### Supply network

(1.5 px per um) Pins as bars on the die edge.
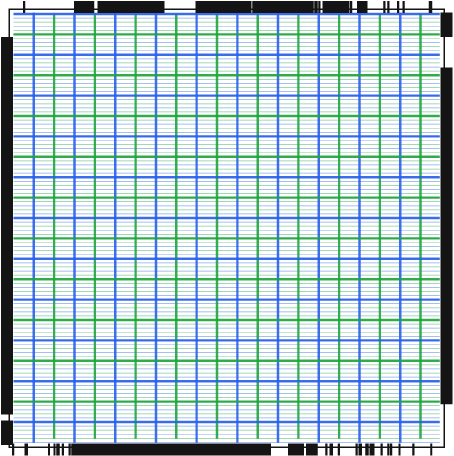
### Placed standard cells

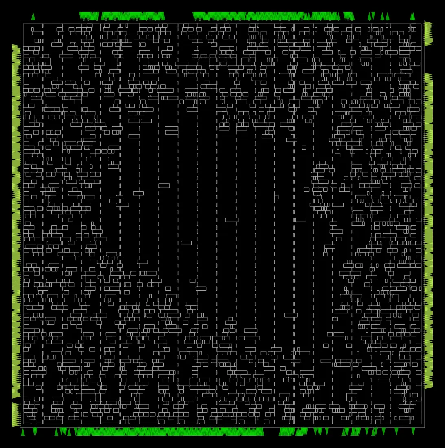
### Routed metal per tile

(1 px per um) 29 x 29 tiles, from dark purple (low) to yellow (high), scaled to the fullest tile. Values are wire area over tile area, all layers added.
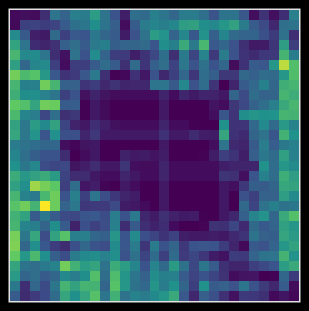
### Layout detail

Window x 120 to 170, y 179 to 229 um. Cells in gray, sequential cells in the stronger gray; small squares are vias.
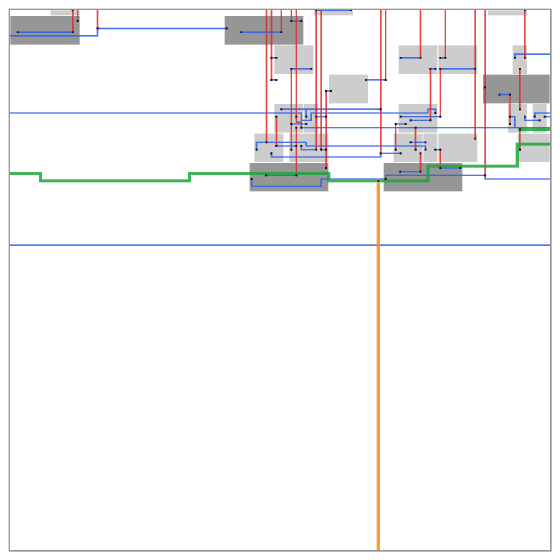
`src/rtl/llc_port_arbiter.sv`:
```
// llc_port_arbiter: round-robin arbiter sharing one LLC/memory port among NUM_CORES cores; LLC_ARB_STATS_EN adds per-core grant counters on stat_count
module llc_port_arbiter #(
  parameter int NUM_CORES = 2,
  parameter int ADDR_W = 20,
  parameter int LINE_W = 128,
  localparam int IW = (NUM_CORES > 2) ? $clog2(NUM_CORES) : 1
) (
  input  logic                        clk,
  input  logic                        rst,
  input  logic [NUM_CORES-1:0]        core_req,
  input  logic [NUM_CORES-1:0]        core_we,
  input  logic [NUM_CORES-1:0]        core_req_reset,
  input  logic [NUM_CORES*ADDR_W-1:0] core_addr,
  input  logic [NUM_CORES*LINE_W-1:0] core_wdata,
  output logic [NUM_CORES-1:0]        core_ready,
  output logic [LINE_W-1:0]           core_rdata,
  output logic                        mem_req,
  output logic                        mem_we,
  output logic [ADDR_W-1:0]           mem_addr,
  output logic [LINE_W-1:0]           mem_wdata,
  input  logic [LINE_W-1:0]           mem_rdata,
  input  logic                        mem_ready,
  output logic [IW-1:0]               grant_id,
  output logic [31:0]                 stat_count,
  input  logic [IW-1:0]               stat_sel
);
  typedef enum logic [1:0] {IDLE, ISSUE, RESPOND} state_t;
  state_t state, state_n;
  logic [IW-1:0] rr_ptr, pick, next_ptr;
  logic [NUM_CORES-1:0] rot;
  logic grant, adv;
  assign grant = (state == IDLE) && |core_req;
  assign next_ptr = (grant_id == IW'(NUM_CORES - 1)) ? '0 : grant_id + 1'b1;
  assign mem_req = state == ISSUE;
  assign core_ready = (state == RESPOND) ? NUM_CORES'(1) << grant_id : '0;
  assign rot = NUM_CORES'({core_req, core_req} >> rr_ptr);
  always_comb begin
    pick = rr_ptr;
    for (int i = NUM_CORES - 1; i >= 0; i--)
      if (rot[i]) pick = IW'((int'(rr_ptr) + i) % NUM_CORES);
  end
  always_comb begin
    state_n = state;
    adv = 1'b0;
    case (state)
      IDLE: state_n = |core_req ? ISSUE : IDLE;
      ISSUE: begin
        state_n = !mem_ready ? ISSUE : core_req[grant_id] ? RESPOND : IDLE;
        adv = mem_ready && !core_req[grant_id];
      end
      RESPOND: begin
        adv = core_req_reset[grant_id] || !core_req[grant_id];
        state_n = adv ? IDLE : RESPOND;
      end
      default: state_n = IDLE;
    endcase
  end
  always_ff @(posedge clk) begin
    if (rst) begin
      state <= IDLE;
      rr_ptr <= '0;
      grant_id <= '0;
      mem_we <= 1'b0;
      mem_addr <= '0;
      mem_wdata <= '0;
      core_rdata <= '0;
    end else begin
      state <= state_n;
      if (adv) rr_ptr <= next_ptr;
      if (grant) begin
        grant_id <= pick;
        mem_we <= core_we[pick];
        mem_addr <= core_addr[pick*ADDR_W +: ADDR_W];
        mem_wdata <= core_wdata[pick*LINE_W +: LINE_W];
      end
      if (state == ISSUE && mem_ready) core_rdata <= mem_rdata;
    end
  end
`ifdef LLC_ARB_STATS_EN
  logic [31:0] cnt [NUM_CORES];
  always_ff @(posedge clk) begin
    for (int i = 0; i < NUM_CORES; i++)
      cnt[i] <= rst ? '0 : cnt[i] + 32'(grant && pick == IW'(i));
  end
  assign stat_count = (int'(stat_sel) < NUM_CORES) ? cnt[stat_sel] : '0;
`else
  logic unused_sel;
  assign unused_sel = ^stat_sel;
  assign stat_count = '0;
`endif
endmodule
```
`config.mk`:
```
export PLATFORM = sky130hd
export DESIGN_NAME = llc_port_arbiter
export DESIGN_NICKNAME = d
export VERILOG_FILES = /design/src/rtl/llc_port_arbiter.sv
export SDC_FILE = /design/constraint.sdc
export NUM_CORES = 1
export LEC_CHECK = 0
export CAP_MARGIN = 20
export CORE_AREA = 2 2 287 289
export DETAILED_ROUTE_END_ITERATION = 10
export DIE_AREA = 0 0 289 291
export PLACE_DENSITY_LB_ADDON = 0.08
export SYNTH_ARGS = -nofsm -noshare
export SYNTH_HDL_FRONTEND = slang
export SYNTH_SLANG_ARGS = --single-unit
```
`constraint.sdc`:
```
create_clock -name clk -period 4.4 [get_ports clk]
set_clock_uncertainty 0.05 [all_clocks]
set_input_delay 0.88 -clock clk [delete_from_list [all_inputs] [get_ports clk]]
set_output_delay 0.88 -clock clk [all_outputs]
set_load 0.1 [all_outputs]
```
==> GITHUB_STEP_SUMMARY <==
### Flow metrics

| Metric | Value |
|---|---|
| Status | `completed` |
| Max frequency | `303.0 MHz` |
| Worst Setup SP | `state[1]$_SDFF_PP0_` |
| CTS tree | `done` |
| Num Clock Sinks | `281` |
| PortBufs | `713` |
| CP Launch Type | `flop` |
| Share of layout cells above drive strength 1 | `4.253%` |
| Top cells by count | `dfxtp_1 (281), nand2_1 (260), mux2i_1 (150)` |
| Mapped cell area | `11,500 um^2` |
| Cts repair resizes | `0` |
| Initial antenna violation count | `19` |
| Distinct lib cells used | `31` |
| H-tree Lvls | `2` |
| Area grow syn2layout | `80.89%` |
| Pin count of the biggest net entering global routing | `92` |
| DP HPWL | `42.23 mm` |
| Final nets | `2,394` |
| Flop area | `5625 um^2` |
| CTS max path bufs | `3` |
| Final WS setup | `1.099 ns` |
| Vias in the first global route | `11,720` |
| 1st-iter DRT viols | `311` |
| Final worst path period share | `75.02%` |
| Die W | `289 um` |
| Rel. slew slack | `25.61%` |
| # Cells Yosys | `1,287` |
| CP Class | `flop to output pin` |
| Most common reg cell | `dfxtp_1` |
| Chip Area, Yosys | `11,500 um^2` |
| Area of the multi-input gates | `5129 um^2` |
| Post-DP Area | `19,580 um^2` |
| Clk pin slew, worst setup/hold paths | `approximately 0.05 ns` |
| Worst-margin pin slew | `around 1.1 ns` |
| Slowest Stage Delay on Critical Path | `1.20 ns` |
| OpenROAD warnings | `31` |
## Picture notes: 'Supply network'
VSS: shown in blue. VDD: shown in green.
21 straps on met5. The core has 105 rows. 747 signal pins sit on the boundary. 106 met1 rails follow the rows.

## Picture notes: 'Placed standard cells'
post-layout util: 25.63%
fill count: 8,731
Flops: 281

## Picture notes: 'Routed metal per tile'
The densest ninth of the die: lower left. 8.8% of the tiles are nearly empty. The emptiest ninth of the die: center. The fullest tile reaches 0.40. 15% of the tiles are over half the peak.

## Picture notes: 'Layout detail'
met1: shown in blue. met4: shown in orange. met3: shown in green. met2: shown in red.
Sequential cells in the window: 5. Netlist names of flops here include `mem_addr` (2). Most frequent: dfxtp_1 (5), clkdlybuf4s50_1 (5). 20 logic cells have their middle in the window.

==> layout by cell type (no fill, tap or decap), types with 2 or more instances in the layout <==
cell	n
clkinv_2	2
inv_1	5
diode_2	9
nand2_1	259
ha_1	5
clkbuf_16	41
conb_1	32
nor2_1	149
a21oi_1	130
buf_12	12
clkdlybuf4s50_1	710
buf_4	14
dfxtp_1	281
a211oi_1	149
mux2i_1	150
clkbuf_1	9
clkbuf_8	8
==> critical path: cells and delay by family, from the launching register on <==
kind                       cells  cell delay, ns
adders and majority gates      1            0.20
buffers and inverters          2            1.30
DFF                            1            0.33
==> state kept, by name (all words and copies together) (netlist names) <==
| register | count |
|---|---|
| core_rdata | 128 |
| grant_id | 1 |
| mem_addr | 20 |
| mem_wdata | 128 |
| mem_we | 1 |
| rr_ptr | 1 |
| state | 2 |
==> layout make-up <==
class	count	area share, %
multi-input cells	891	24.64
diodes	9	0.1082
flip-flops and latches	281	27.03
well taps	1070	6.433
repair buffers	737	35.88
clock inverters	3	0.1924
clock buffers	58	5.621
inverters	5	0.09018
==> metrics by stage <==
step	cells	utilization [%]	hold WS, ns
CTS	3045	25.60	0.4050
global route	3051	25.62	0.4208
detailed placement	2984	24.11	0.3977
floorplan	1318	-	0.5140
finish	3054	25.63	0.4029
global placement	2983	24.09	0.3931
==> power breakdown <==
part	total, uW	leakage, uW	switching [uW]	internal (uW)
Clock	3070	0.000595	1190	1870
Combinational	3480	0.00459	2450	1030
Sequential	2890	0.00231	118	2770
==> metal layers <==
metal  routed length, um  track usage (%)  share of wire (%)
met2               27940            22.51                 50
met3                6316            6.050                 11
met1               20050            12.99                 36
met4                1210            3.847                2.2
met5                 127                0               0.23
==> worst min path at each step <==
stage / from / end / slack (ns) / depth (start not counted)
final: core_rdata[3]$_SDFFE_PP0P_ / core_rdata[3]$_SDFFE_PP0P_ / 0.40 / 2
after global routing: core_rdata[125]$_SDFFE_PP0P_ / core_rdata[125]$_SDFFE_PP0P_ / 0.42 / 2
after CTS: core_rdata[118]$_SDFFE_PP0P_ / core_rdata[118]$_SDFFE_PP0P_ / 0.40 / 2
after detailed placement: core_rdata[118]$_SDFFE_PP0P_ / core_rdata[118]$_SDFFE_PP0P_ / 0.40 / 2
after global placement: core_rdata[85]$_SDFFE_PP0P_ / core_rdata[85]$_SDFFE_PP0P_ / 0.39 / 2
after floorplan: rr_ptr$_SDFFE_PP0P_ / rr_ptr$_SDFFE_PP0P_ / 0.51 / 2
==> cells by family (layout without fill, tap and decap cells) <==
| group | count (synthesis) | after routing | synth area share, % |
|---|---|---|---|
| AOI/OAI and AO/OA | 287 | 287 | 15.91 |
| adders and majority gates | 6 | 6 | 0.6416 |
| buffers and inverters | 146 | 803 | 7.711 |
| DFF | 281 | 281 | 48.90 |
| muxes | 151 | 151 | 13.15 |
| other | 1 | 41 | 0.03260 |
| and+or+nand+nor | 415 | 415 | 13.66 |
Power and IR drop assume default switching activity.
